**src/rtl/cfg_loader_pkg.sv**
```systemverilog
// rtl/cfg_loader_pkg.sv - shared state encoding, header layout and CRC constants for cfg_chain_loader
// Optional CRC trailer check is enabled by defining CFG_CHAIN_LOADER_CRC_EN.
package cfg_loader_pkg;

  typedef enum logic [2:0] {
    ST_IDLE  = 3'd0,
    ST_HDR   = 3'd1,
    ST_LOAD  = 3'd2,
    ST_SHIFT = 3'd3,
    ST_GAP   = 3'd4,
`ifdef CFG_CHAIN_LOADER_CRC_EN
    ST_CHK   = 3'd5,
`endif
    ST_DONE  = 3'd6
  } state_t;

  // Header word layout: bits_per_tile in the low field, tile_count above it.
  localparam int HDR_BITS_LSB  = 0;
  localparam int HDR_TILES_LSB = 16;
  localparam int HDR_FIELD_W   = 16;

  // CRC-16-CCITT, computed MSB-first over the shifted bit order.
  localparam logic [15:0] CRC_POLY = 16'h1021;
  localparam logic [15:0] CRC_SEED = 16'hFFFF;

endpackage

```
**src/rtl/cfg_crc16_serial.sv**
```systemverilog
// rtl/cfg_crc16_serial.sv - bit-serial CRC-16 over the configuration bit stream
// Only instantiated when CFG_CHAIN_LOADER_CRC_EN is defined.
module cfg_crc16_serial
  import cfg_loader_pkg::*;
(
  input  logic        clk,
  input  logic        reset,
  input  logic        clear,
  input  logic        en,
  input  logic        bit_in,
  output logic [15:0] crc
);

  logic fb;

  assign fb = crc[15] ^ bit_in;

  // Shift one bit into the CRC per enabled cycle; clear reloads the seed for a new chain.
  always_ff @(posedge clk or posedge reset) begin
    if (reset) begin
      crc <= CRC_SEED;
    end else if (clear) begin
      crc <= CRC_SEED;
    end else if (en) begin
      crc <= {crc[14:0], 1'b0} ^ (fb ? CRC_POLY : 16'h0000);
    end
  end

endmodule

```
**src/rtl/cfg_chain_loader.sv**
```systemverilog
// rtl/cfg_chain_loader.sv - header-driven serial loader for the fabric configuration chains
// Define CFG_CHAIN_LOADER_CRC_EN to add a per-chain CRC trailer word and check.
module cfg_chain_loader
  import cfg_loader_pkg::*;
#(
  parameter int NUM_CH   = 4,
  parameter int WORD_W   = 32,
  parameter int TILE_GAP = 1
) (
  input  logic              clk,
  input  logic              reset,
  input  logic              start,
  input  logic [WORD_W-1:0] in_data,
  input  logic              in_valid,
  output logic              in_ready,
  output logic [NUM_CH-1:0] cfg_bit,
  output logic [NUM_CH-1:0] cfg_en,
  output logic [NUM_CH-1:0] cfg_latch,
  output logic              busy,
  output logic              done,
  output logic              err
);

  localparam int CH_W  = (NUM_CH > 1) ? $clog2(NUM_CH) : 1;
  localparam int WL_W  = $clog2(WORD_W + 1);
  localparam int GAP_W = (TILE_GAP > 1) ? $clog2(TILE_GAP) : 1;

  state_t                  state;
  logic [CH_W-1:0]         ch;
  logic [15:0]             bits_per_tile;
  logic [15:0]             tiles_left;
  logic [15:0]             bit_cnt;
  logic [WORD_W-1:0]       sreg;
  logic [WL_W-1:0]         word_left;
  logic [GAP_W-1:0]        gap_cnt;

  logic                    xfer;
  logic [15:0]             hdr_bits;
  logic [15:0]             hdr_tiles;
  logic [NUM_CH-1:0]       ch_mask;
  logic                    last_ch;
  logic                    tile_end;
  logic                    word_last;
  logic                    gap_end;
  logic                    advance;

  assign xfer      = in_valid && in_ready;
  assign hdr_bits  = in_data[HDR_BITS_LSB +: HDR_FIELD_W];
  assign hdr_tiles = in_data[HDR_TILES_LSB +: HDR_FIELD_W];
  assign ch_mask   = NUM_CH'(1) << ch;
  assign last_ch   = (ch == CH_W'(NUM_CH - 1));
  assign tile_end  = (bit_cnt == bits_per_tile - 16'd1);
  assign word_last = (word_left == WL_W'(1));
  assign gap_end   = (gap_cnt == GAP_W'(TILE_GAP - 1));

`ifdef CFG_CHAIN_LOADER_CRC_EN
  logic        crc_clear;
  logic        crc_en;
  logic [15:0] crc_val;

  assign crc_clear = (state == ST_HDR) && xfer;
  assign crc_en    = (state == ST_SHIFT);

  cfg_crc16_serial u_crc (
    .clk    (clk),
    .reset  (reset),
    .clear  (crc_clear),
    .en     (crc_en),
    .bit_in (sreg[0]),
    .crc    (crc_val)
  );
`endif

  // Detect the end of a chain so the channel index moves on (or the load finishes).
  always_comb begin
    advance = 1'b0;
`ifdef CFG_CHAIN_LOADER_CRC_EN
    if (state == ST_CHK && xfer && in_data[HDR_FIELD_W-1:0] == crc_val) begin
      advance = 1'b1;
    end
`else
    if (state == ST_HDR && xfer && hdr_tiles == 16'd0) begin
      advance = 1'b1;
    end
    if (state == ST_GAP && gap_end && tiles_left == 16'd0) begin
      advance = 1'b1;
    end
`endif
  end

  // Main sequencer; outputs are registered with the value they take in the next state.
  always_ff @(posedge clk or posedge reset) begin
    if (reset) begin
      state         <= ST_IDLE;
      ch            <= '0;
      bits_per_tile <= '0;
      tiles_left    <= '0;
      bit_cnt       <= '0;
      sreg          <= '0;
      word_left     <= '0;
      gap_cnt       <= '0;
      in_ready      <= 1'b0;
      cfg_bit       <= '0;
      cfg_en        <= '0;
      cfg_latch     <= '0;
      busy          <= 1'b0;
      done          <= 1'b0;
      err           <= 1'b0;
    end else begin
      done      <= 1'b0;
      cfg_latch <= '0;
      cfg_en    <= '0;
      cfg_bit   <= '0;
      case (state)
        ST_IDLE: begin
          if (start) begin
            err      <= 1'b0;
            ch       <= '0;
            busy     <= 1'b1;
            in_ready <= 1'b1;
            state    <= ST_HDR;
          end
        end
        ST_HDR: begin
          if (xfer) begin
            bits_per_tile <= hdr_bits;
            tiles_left    <= hdr_tiles;
            bit_cnt       <= '0;
            word_left     <= '0;
            if (hdr_tiles == 16'd0) begin
`ifdef CFG_CHAIN_LOADER_CRC_EN
              state <= ST_CHK;
`endif
            end else if (hdr_bits == 16'd0) begin
              err      <= 1'b1;
              done     <= 1'b1;
              busy     <= 1'b0;
              in_ready <= 1'b0;
              state    <= ST_DONE;
            end else begin
              state <= ST_LOAD;
            end
          end
        end
        ST_LOAD: begin
          if (xfer) begin
            sreg      <= in_data;
            word_left <= WL_W'(WORD_W);
            in_ready  <= 1'b0;
            cfg_en    <= ch_mask;
            cfg_bit   <= in_data[0] ? ch_mask : '0;
            state     <= ST_SHIFT;
          end
        end
        ST_SHIFT: begin
          sreg      <= sreg >> 1;
          word_left <= word_left - WL_W'(1);
          if (tile_end) begin
            bit_cnt    <= '0;
            tiles_left <= tiles_left - 16'd1;
            gap_cnt    <= '0;
            cfg_latch  <= ch_mask;
            state      <= ST_GAP;
          end else begin
            bit_cnt <= bit_cnt + 16'd1;
            if (word_last) begin
              in_ready <= 1'b1;
              state    <= ST_LOAD;
            end else begin
              cfg_en  <= ch_mask;
              cfg_bit <= sreg[1] ? ch_mask : '0;
            end
          end
        end
        ST_GAP: begin
          if (gap_end) begin
            if (tiles_left != 16'd0) begin
              if (word_left == '0) begin
                in_ready <= 1'b1;
                state    <= ST_LOAD;
              end else begin
                cfg_en  <= ch_mask;
                cfg_bit <= sreg[0] ? ch_mask : '0;
                state   <= ST_SHIFT;
              end
            end
`ifdef CFG_CHAIN_LOADER_CRC_EN
            else begin
              in_ready <= 1'b1;
              state    <= ST_CHK;
            end
`endif
          end else begin
            gap_cnt <= gap_cnt + GAP_W'(1);
          end
        end
`ifdef CFG_CHAIN_LOADER_CRC_EN
        ST_CHK: begin
          if (xfer && in_data[HDR_FIELD_W-1:0] != crc_val) begin
            err      <= 1'b1;
            done     <= 1'b1;
            busy     <= 1'b0;
            in_ready <= 1'b0;
            state    <= ST_DONE;
          end
        end
`endif
        ST_DONE: begin
          state <= ST_IDLE;
        end
        default: begin
          state <= ST_IDLE;
        end
      endcase

      if (advance) begin
        if (last_ch) begin
          done     <= 1'b1;
          busy     <= 1'b0;
          in_ready <= 1'b0;
          state    <= ST_DONE;
        end else begin
          ch       <= ch + CH_W'(1);
          in_ready <= 1'b1;
          state    <= ST_HDR;
        end
      end
    end
  end

endmodule

```
**config.mk**
```make
export PLATFORM = sky130hd
export DESIGN_NAME = cfg_chain_loader
export DESIGN_NICKNAME = d
export VERILOG_FILES = /design/src/rtl/cfg_loader_pkg.sv /design/src/rtl/cfg_crc16_serial.sv /design/src/rtl/cfg_chain_loader.sv
export SDC_FILE = /design/constraint.sdc
export NUM_CORES = 1
export LEC_CHECK = 0
export CAP_MARGIN = 20
export CORE_AREA = 3 3 127 129
export DETAILED_ROUTE_END_ITERATION = 16
export DIE_AREA = 0 0 130 132
export PLACE_DENSITY = 0.66
export SKIP_LAST_GASP = 1
export SYNTH_ARGS = -nofsm -noshare
export SYNTH_HDL_FRONTEND = slang
export SYNTH_SLANG_ARGS = --single-unit
```
**constraint.sdc**
```tcl
create_clock -name clk -period 10.2 [get_ports clk]
set_clock_uncertainty 0.15 [all_clocks]
set_input_delay 2.04 -clock clk [delete_from_list [all_inputs] [get_ports clk]]
set_output_delay 2.04 -clock clk [all_outputs]
set_load 0.1 [all_outputs]
```
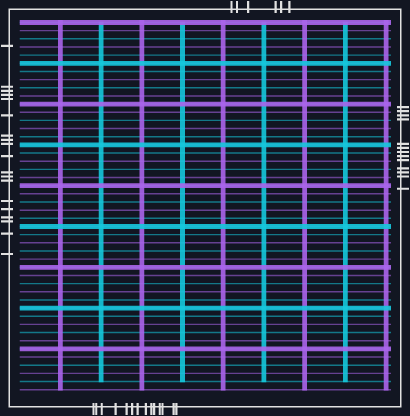
Fig. 1. PDN straps and rails (run 1).
Scale: 3 px per µm. Pins as bars on the die edge.
Key: cyan = VDD; purple = VSS
9 straps on met4. 52 signal pins sit on the boundary. 46 met1 rails follow the rows.

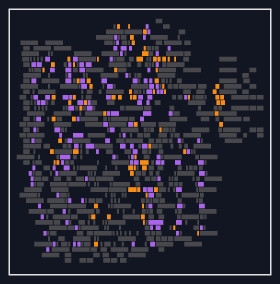
Fig. 2. Logic cells by family (run 1).
Scale: 2 px per µm.
Key: orange = NOR gates [cells 77]; purple = inverting AOI/OAI gates [cells 134]

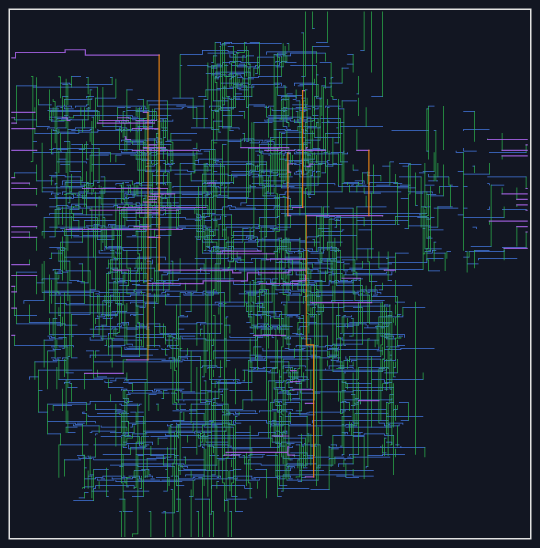
Fig. 3. Metal layers overlaid (run 1).
Scale: 4 px per µm.
Key: purple = metal 3 [wire length 613 µm]; blue = metal 1 [wire length 6530 µm]; green = metal 2 [wire length 6910 µm]; orange = metal 4 [wire length 244 µm]

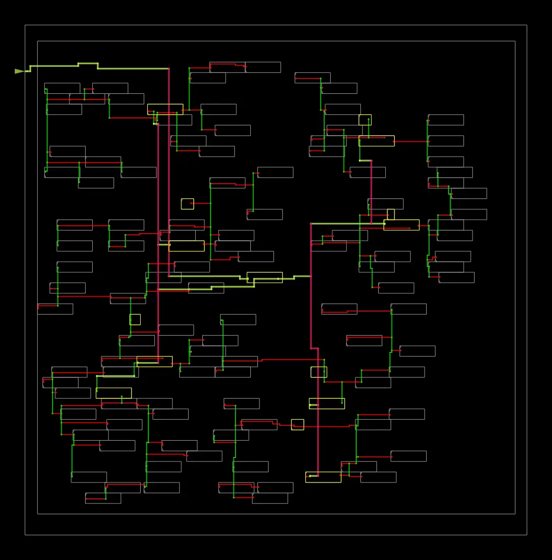
Fig. 4. The clock network (run 1).
Clock buffer cells: 9
clock group power: 0.334 mW
Worst-Skew Late Latency: 0.36 ns

-- run 1: power by group through the flow --
stage / combinational [mW] / sequential (mW) / clock, mW
finish: 0.779 / 0.684 / 0.334
global route: 0.870 / 0.706 / 0.360
CTS: 0.777 / 0.683 / 0.343
detailed placement: 0.775 / 0.690 / 0
global placement: 0.751 / 0.683 / 0
floorplan: 0.545 / 0.732 / 0
-- run 1: worst paths after layout --
kind	endpoint	from	cells past startpoint	slack, ns
max in group asynchronous	sreg[16]	reset	3	6.74
min reg2reg	sreg[11]	sreg[12]	2	0.33
min in group asynchronous	cfg_latch[1]	reset	2	1.92
min	sreg[11]	sreg[12]	2	0.33
max reg2reg	tiles_left[5]	bits_per_tile[0]	9	6.40
max	state[1]	in_valid	7	5.56
-- run 1: per-layer routing --
metal  global-route usage, %  wire length [µm]
met3                    2.71               613
met4                    5.54               243
met2                    27.9              6910
met1                    24.3              6530
met5                       0                 0
-- run 1: kinds of logic (layout without fill, tap and decap cells) --
logic type                 Yosys count  after routing  share of synthesized area, %
DFF                                107            107                          44.8
adders and majority gates           10             10                          2.09
AOI/OAI and AO/OA                  145            145                          17.0
buffers and inverters               51             88                          3.56
and+or+nand+nor                    306            306                          25.1
muxes                               25             25                          4.25
xor gates and xnor gates            22             22                          3.22
-- run 1: sequential cells by signal, summed over array words and instances (netlist names) --
name and cells:
sreg 32, bit_cnt 16, bits_per_tile 16, tiles_left 16, word_left 6, cfg_bit 4
cfg_en 4, cfg_latch 4, state 3, ch 2, busy 1, done 1
err 1, in_ready 1
-- run 1: area by class of cell --
class	instances	area, µm²	area share (%)
Timing Repair Buffer	57	556	8.04
Tap cell	188	235	3.41
Clock buffer	9	225	3.26
Inverter	16	62.6	0.906
Sequential cell	107	2680	38.8
Clock inverter	6	50.0	0.725
Multi-Input combinational cell	508	3100	44.9
==> impl_metrics.tcl, run 1 <==
# metrics dict for downstream scripts
set metrics [dict create \
    status "complete, no violations" \
    fin_tns_setup_ns 0 \
    critPathLaunchType "primary input" \
    yosysCellCount 666 \
    yosys_warnings 0 \
    worst_path_most_repeated_cell "or3_1" \
    period_used_pct 45.4 \
    path_clk_slew_ns 0.07 \
    synth-async-reset-ratio_pct 100 \
    holdWs_ns 0.328 \
    synth_flops 107 \
    dp.cells 875 \
    rows 45 \
    chip_area_mm2 0.0172 \
    top_area_share_pct 44.8 \
    post_cts_resize_count 0 \
    post_cts_buffers 0 \
    grt.overflow.total 0 \
    ir_worst_vdd_uv 126 \
    diodes 0 \
    grt_pass1_wl_um 24600 \
    report.final.slew_viol_count 0 \
    stdcell_area_mm2 0.00691 \
    avgRoutedWirePerCell_um 16.0 \
    fp-utilization_pct 39.5 \
    cts_buffers 9 \
    drt_iter0_drc 386 \
    dpl.hpwl_um 10100 \
    pre_cts_slack_ns 5.24 \
    nets 745 \
    fp_nets 712 \
    max_stage_delay_ns 0.83 \
    instances_no_fill 891 \
    crit_fanout 29 \
    yosys-top-cells-count "nand2_1 (150), dfrtp_1 (107), o21ai_0 (45), clkbuf_1 (27)" \
    cp-end-kind "register" \
    path_cells "clkdlybuf4s50_1, nand2_1, or3_1, nor2_1, o21ai_0, a21oi_1, or3_1" \
    cts_root_buf "clkbuf_16" \
    power.switching_mw 0.789 \
    largest_area_cell "dfrtp_1" \
    critPathKind "in2reg" \
    combPwrFrac_pct 43.3 \
    syn_to_final_growth_pct 15.5 \
    finalSetupViolations 0 \
    cap_viol_max_count 0 \
    die_w_um 130 \
    synth_cell_types 64 \
    arrival_ns 4.71 \
    edf_count 0 \
    synth_area_mm2 0.00598 \
    ys_seq_share_pct 44.8 \
    path_buffers 1 \
    rsz0062_at_grt "no" \
    netSwitchingFraction_pct 43.9 \
    lay_top_count "nand2_1" \
    ys.flop_type "dfrtp_1" \
    gp_congestion 0.891 \
    ios 52 \
    pwr-share-clk_pct 18.6 \
    grt_pass1_vias 4872 \
    p_int_mw 1.01 \
    grt_max_degree 89 \
    core_area_mm2 0.0151 \
    postSynthCellCount 666 \
    syn_avg_cell_area_um2 8.98 \
    drtAntennaViolNets 0 \
    vias 5118 \
    drive_above_1_share_pct 6.54 \
    hold_violations 0 \
    cts_sinks 107 \
    cts_buffer_depth 2 \
    h-tree-depth 3 \
]
Fig. 5: run 1, clock network drawn from the DEF
Scale: 2 px per µm.
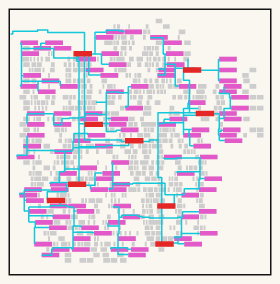

==> run 1 -> run 2 <==
clock period = 4.6 ns   (was 10.2 ns; I/O delays follow)
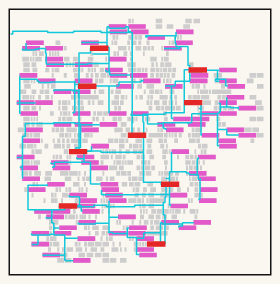
Fig. 6. Clock network drawn from the DEF (run 2).
Scale: 2 px per µm.
Key: magenta = flip-flops [count 107]; red = clock drivers [count 9]; cyan = clock wires [length 1430 µm]
Position of the flops: widely spread.

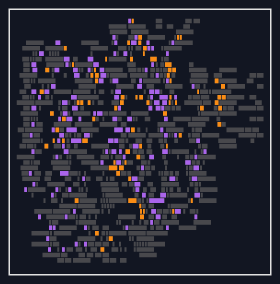
Fig. 7. Logic cells by family (run 2).
Scale: 2 px per µm.
Key: orange = NOR gates [cells 77]; purple = inverting AOI/OAI gates [cells 134]

==> impl_metrics.tcl, run 2 <==
# metrics dict for downstream scripts
set metrics [dict create \
    leakage_nw 2.86 \
    critPathKind "reg2reg" \
    synth_flops 107 \
    ys_seq_share_pct 44.8 \
    grt.overflow.total 0 \
    grt_usage_pct 17.4 \
    pre_cts_slack_ns 0.950 \
    most_common_cell "nand2_1" \
    crit_fanout 14 \
    period_needed_ns 3.71 \
    cp-end-kind "register" \
    hold_violations 0 \
    top_register "sreg" \
    ys_area_mm2 0.00598 \
    vias 5155 \
    crit_slowest_cell "a211oi_1" \
    drive_above_1_share_pct 6.52 \
    path_buffers 1 \
    port_buffers 51 \
    grt_max_degree 85 \
    path_clk_slew_ns 0.07 \
    postLayoutCoreUtil_pct 46.0 \
    tightestPinTransition_ns 1.02 \
    aoi_share_pct 17.0 \
    synth-async-reset-ratio_pct 100 \
    fp_nets 712 \
    path_cells "inv_1, ha_1, or3b_1, xnor2_1, or3_1, a211oi_1, nand2_1, nor2_2, o221ai_1" \
    holdWs_ns 0.319 \
    yosys_warnings 0 \
    cts_root_buf "clkbuf_16" \
    syn_avg_cell_area_um2 8.98 \
    diodes 0 \
    chip_area_mm2 0.0172 \
    ys.flop_type "dfrtp_1" \
    grt_pass1_vias 4995 \
    fp-utilization_pct 39.5 \
    lay_top_count "nand2_1" \
    cts_tree "done" \
    drt_iter0_drc 247 \
    report.final.slew_viol_count 0 \
    finalSetupViolations 0 \
    yosys-top-cells-count "nand2_1 (150), dfrtp_1 (107), o21ai_0 (45), clkbuf_1 (27)" \
    dpl.hpwl_um 10300 \
    die.size.y_um 132 \
    rows 45 \
    topCellsByArea "dfrtp_1 (45%), nand2_1 (9.4%), o21ai_0 (3.8%)" \
    avgRoutedWirePerCell_um 16.4 \
    gp_congestion 0.882 \
    cts_buffer_depth 2 \
    xor_share_pct 3.22 \
    ios 52 \
    ys_top_logic_family "simple AND/OR/NAND/NOR gates" \
    h-tree-depth 3 \
    hold_buffers 0 \
    yosys.area_share.simple_pct 25.1 \
    rsz0062_at_grt "no" \
    max_stage_delay_ns 0.60 \
    required_ns 4.65 \
    drc_errors 0 \
    dpl-instance-area_mm2 0.00664 \
    nets 747 \
    power_density_mw_per_mm2 584 \
    period_used_pct 80.7 \
    holdCritPathClass "reg2reg" \
    edf_count 0 \
    cts_buffers 9 \
    fin_tns_setup_ns 0 \
    ir_worst_vdd_uv 241 \
    instances_no_fill 893 \
    mostFrequentLayoutCells "nand2_1 (150), dfrtp_1 (107), clkdlybuf4s50_1 (51), o21ai_0 (45)" \
    largest_area_cell "dfrtp_1" \
    dp.cells 877 \
    tool_warnings 31 \
    adder_share_pct 2.09 \
    synth_cell_types 64 \
    mux_area_share_pct 4.25 \
    postSynthCellCount 666 \
    viasPerCell 5.77 \
    power_mw 4.07 \
    fmax_mhz 269 \
    stdcell_area_mm2 0.00697 \
    largest_register_ffs 32 \
    post_cts_buffers 0 \
    post_cts_resize_count 0 \
    routed_wl_um 14700 \
    grt_pass1_wl_um 24500 \
    yosysCellCount 666 \
    cts_sinks 107 \
    die_w_um 130 \
    antenna_found_initial 0 \
    drtAntennaViolNets 0 \
    fin_ws_ns 0.888 \
    critPathLaunchType "register" \
    synth_area_mm2 0.00598 \
    slew_headroom_pct 31.7 \
    core_area_mm2 0.0151 \
    arrival_ns 3.76 \
    cap_viol_max_count 0 \
    syn_to_final_growth_pct 16.7 \
    crit_family "simple AND/OR/NAND/NOR gates" \
    drtPass1Iterations 5 \
    clk_latency_ns 0.36 \
    status "complete, no violations" \
    top_area_share_pct 44.8 \
]
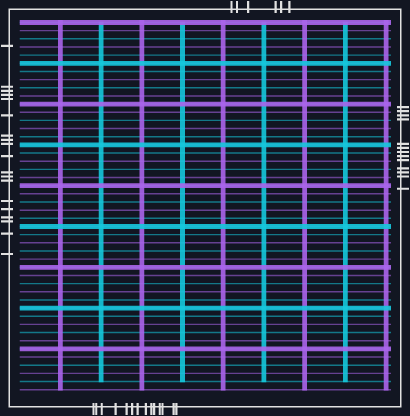
Fig. 8. PDN straps and rails (run 2).
Scale: 3 px per µm. Pins as bars on the die edge.
Key: cyan = VDD; purple = VSS
9 straps on met5. 52 signal pins sit on the boundary.

## run 2: netlist changes by cell type in the layout (fill, tap and decap cells not counted), sizes merged
cell,change
clkbuf,+2
buf,+2
clkinv,-2
inv,-2
bufinv,+2
## run 2: routing by layer
layer	vias to the layer above	GRT usage, %	share of wire, %
met2	169	27.8	48
met5	-	0	0
met4	0	5.83	1.4
li1	2484	-	-
met3	16	3.16	5.8
met1	2486	23.9	45
## run 2: final timing paths
check                            startpoint              to  slack [ns]  cells after the start
max in group asynchronous             reset        sreg[25]        2.50                      4
setup reg to reg           bits_per_tile[0]  tiles_left[11]        0.89                      9
hold / removal                      sreg[0]         sreg[0]        0.32                      2
hold reg to reg                     sreg[0]         sreg[0]        0.32                      2
setup / recovery           bits_per_tile[0]  tiles_left[11]        0.89                      9
min in group asynchronous             reset    cfg_latch[3]        0.80                      2
## run 2: layout make-up
cell class | instances | area, µm²
flip-flops and latches | 107 | 2680
multi-input cells | 508 | 3100
inverters | 16 | 62.6
well taps | 188 | 235
repair buffers | 59 | 591
clock buffers | 11 | 233
clock inverters | 4 | 76.3
fillers | 1429 | 8170
## run 2: kinds of logic after synthesis
group | count (synthesis)
adder cells (fa/ha/maj) | 10
flip-flops | 107
multiplexers | 25
AND-OR/OR-AND | 145
buffers and inverters | 51
XOR/XNOR | 22
AND/OR/NAND/NOR | 306
## run 2: where the power goes
group | leakage (nW) | total (mW) | switching (mW) | internal, mW
combinational | 1.39 | 1.72 | 1.08 | 0.634
clock | 0.146 | 0.825 | 0.350 | 0.476
sequential | 1.33 | 1.53 | 0.301 | 1.23
total | 2.86 | 4.07 | 1.73 | 2.34
Fig. 9: run 2, the clock network
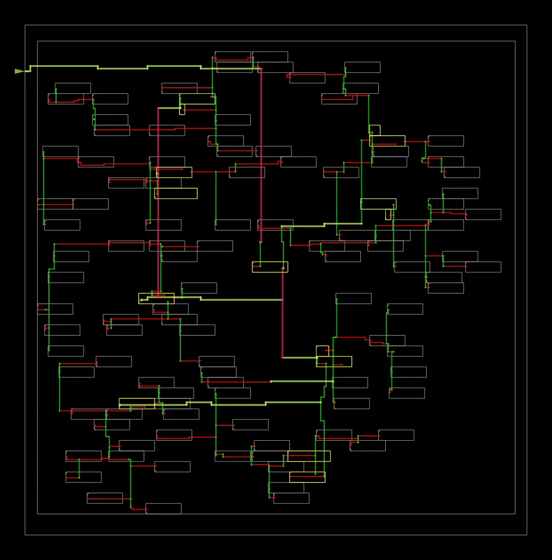

==> run 2 -> run 3 <==
PLACE_DENSITY = 0.68   (was 0.66)
clock period = 3.05 ns   (was 4.6 ns; I/O delays follow)
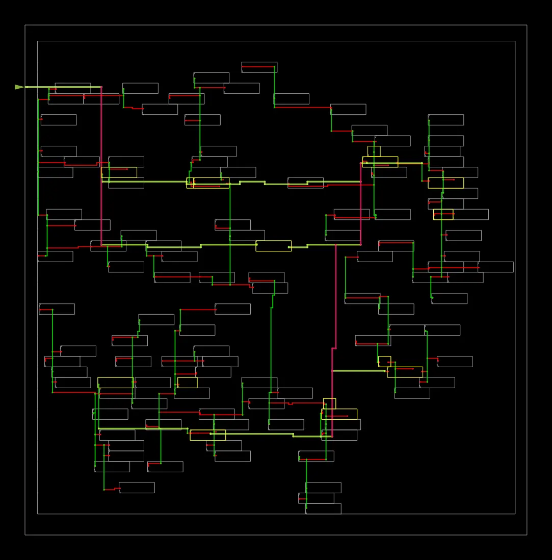
Fig. 10. The clock network (run 3).
clock group power: 1.13 mW
CTS Buf Count: 9
Clock buffer cells: 11
CTS sink cnt: 107

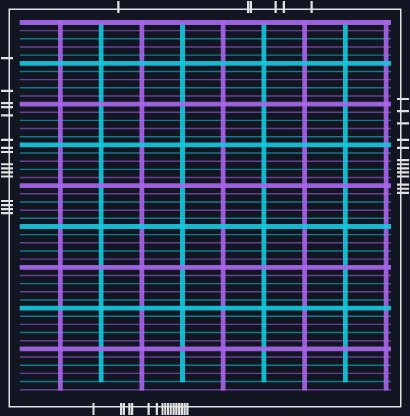
Fig. 11. PDN straps and rails (run 3).
Scale: 3 px per µm. Pins as bars on the die edge.
Key: cyan = VDD; purple = VSS
46 met1 rails follow the rows. 9 straps on met5. 9 straps on met4. The core has 45 rows. 52 signal pins sit on the boundary.

==> impl_metrics.tcl, run 3 <==
# metrics dict for downstream scripts
set metrics [dict create \
    status "complete, no violations" \
    worst_path_most_repeated_cell "or3_1" \
    postLayoutCoreUtil_pct 48.2 \
    postSynthCellCount 666 \
    h-tree-depth 3 \
    cp-endpoint "state[1]" \
    die_w_um 130 \
    r2r_start "bits_per_tile[0]" \
    core_area_mm2 0.0151 \
    most_common_cell "nand2_1" \
    largest_register_ffs 32 \
    grt_pass1_wl_um 26000 \
    avgRoutedWirePerCell_um 16.8 \
    max_stage_delay_ns 0.42 \
    power-top-group "combinational logic" \
    routed_wl_um 15600 \
    die.size.y_um 132 \
    signal_buffers 96 \
    combPwrFrac_pct 47.4 \
    drtAntennaViolNets 0 \
    ff2ff_path_depth 10 \
    powerSeq_mw 2.26 \
    sh_comb_area_pct 43.2 \
    period_used_pct 97.1 \
    ios 52 \
    ys.flop_type "dfrtp_1" \
    slew_headroom_pct 45.8 \
    seq_share_pct 36.7 \
    power_density_mw_per_mm2 882 \
    regToRegEndpoint "state[1]" \
    cts_tree "done" \
    drt_iter0_drc 447 \
    edf_count 0 \
    combGateArea_mm2 0.00315 \
    critPathLaunchType "register" \
    netSwitchingFraction_pct 43.2 \
    seqPwrFrac_pct 35.1 \
    rrSetupSlack_ns 0.09 \
    whs_path_depth 2 \
    gp_congestion 0.921 \
    seq_area_mm2 0.00268 \
    fp_nets 712 \
    yosys_warnings 0 \
    syn_to_final_growth_pct 22.0 \
    diodes 0 \
    crit_slowest_cell "or3b_4" \
    cts_root_buf "clkbuf_16" \
    cts_buffer_depth 2 \
    grt_max_degree 108 \
    top_register "sreg" \
    rsz0062_at_grt "yes" \
    period_needed_ns 2.96 \
    hold_buffers 0 \
    ys_seq_share_pct 44.8 \
    syn_avg_cell_area_um2 8.98 \
    fmax_mhz 338 \
    clk_share_pct 3.89 \
    flops 107 \
    post_cts_buffers 0 \
    p_int_mw 3.66 \
    report.final.slew_viol_count 0 \
    tool_warnings 34 \
    n_all_inverters 16 \
    fill_cells 1425 \
    drtPass1Iterations 5 \
    port_buffers 51 \
    cp.depth 10 \
    yosysCellCount 666 \
    critPathLaunch "bits_per_tile[0]" \
    ys_area_mm2 0.00598 \
    leakage_nw 3.09 \
    tightestPinTransition_ns 0.810 \
    grt_usage_pct 18.6 \
    vias 5370 \
    pwr-share-clk_pct 17.5 \
    fin_tns_setup_ns 0 \
    largest_area_cell "dfrtp_1" \
    path_buffers 2 \
    grt.overflow.total 0 \
    drive_above_1_share_pct 15.2 \
    critPathKind "reg2reg" \
    comb_cells 508 \
    required_ns 3.14 \
    ir_worst_vdd_uv 451 \
    yosys-top-cells-count "nand2_1 (150), dfrtp_1 (107), o21ai_0 (45), clkbuf_1 (27)" \
    viasPerCell 5.77 \
    top_area_share_pct 44.8 \
    synth_cell_types 64 \
    arrival_ns 3.05 \
    post_cts_resize_count 0 \
    antenna_found_initial 0 \
    hold_violations 0 \
    crit_fanout 7 \
    power.switching_mw 2.78 \
    synth_flops 107 \
    rows 45 \
    lay_top_count "nand2_1" \
    final-nonclk-buf-share_pct 12.1 \
    topCellsByArea "dfrtp_1 (45%), nand2_1 (9.4%), o21ai_0 (3.8%)" \
    synth_area_mm2 0.00598 \
    largest_class "logic gates" \
    nets 784 \
    crit_family "simple AND/OR/NAND/NOR gates" \
    fp-utilization_pct 39.5 \
    powerComb_mw 3.05 \
    synth-async-reset-ratio_pct 100 \
    clk_latency_ns 0.36 \
    grt_pass1_vias 5327 \
]
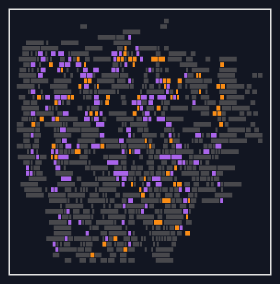
Fig. 12. Logic cells by family (run 3).
Scale: 2 px per µm.
Key: purple = inverting AOI/OAI gates [cells 134]; orange = NOR gates [cells 77]

-- run 3: kinds of logic (layout without fill, tap and decap cells) --
family | count (synthesis) | after routing | synth area share [%]
simple gates | 306 | 306 | 25.1
compound gates | 145 | 145 | 17.0
flops | 107 | 107 | 44.8
buf+inv | 51 | 127 | 3.56
mux | 25 | 25 | 4.25
xor+xnor | 22 | 22 | 3.22
fa+ha+maj | 10 | 10 | 2.09
-- run 3: worst min path at each step --
stage	startpoint	endpoint	slack, ns
2_1_floorplan	sreg[0]	sreg[0]	0.29
3_3_place_gp	sreg[7]	sreg[6]	0.31
3_5_place_dp	sreg[10]	sreg[9]	0.32
4_1_cts	sreg[0]	sreg[0]	0.34
5_1_grt	sreg[27]	sreg[27]	0.36
6_report	sreg[11]	sreg[10]	0.33
-- run 3: per-stage QoR --
stage	hold slack, ns	instance area [µm²]	setup WS [ns]	instances	power, mW
final	0.333	7290	0.0878	930	6.44
after global routing	0.359	7290	-0.0524	930	6.92
after CTS	0.339	7190	0.00278	926	6.35
after detailed placement	0.320	6910	-0.0136	911	5.19
after global placement	0.308	6910	0.0683	911	5.07
after floorplan	0.290	5990	0.00529	666	4.28
-- run 3: layer usage --
layer | global-route usage, % | share of wire [%] | vias to the layer above
li1 | - | - | 2564
met1 | 24.6 | 44 | 2630
met2 | 30.1 | 49 | 160
met3 | 4.74 | 5.5 | 16
met4 | 5.54 | 1.3 | 0
met5 | 0 | 0 | -
-- run 3: worst reg2reg max path: stages, from the launching register on --
cell and delay [ns]:
dfrtp_1 0.39, inv_2 0.07, ha_2 0.18, or3b_4 0.42
xnor2_2 0.16, or3_1 0.36, a211oi_2 0.28, buf_4 0.18
nand4_4 0.14, a22o_1 0.22, or3_1 0.30
No activity file was given, so power comes from the tool's default toggle rates.
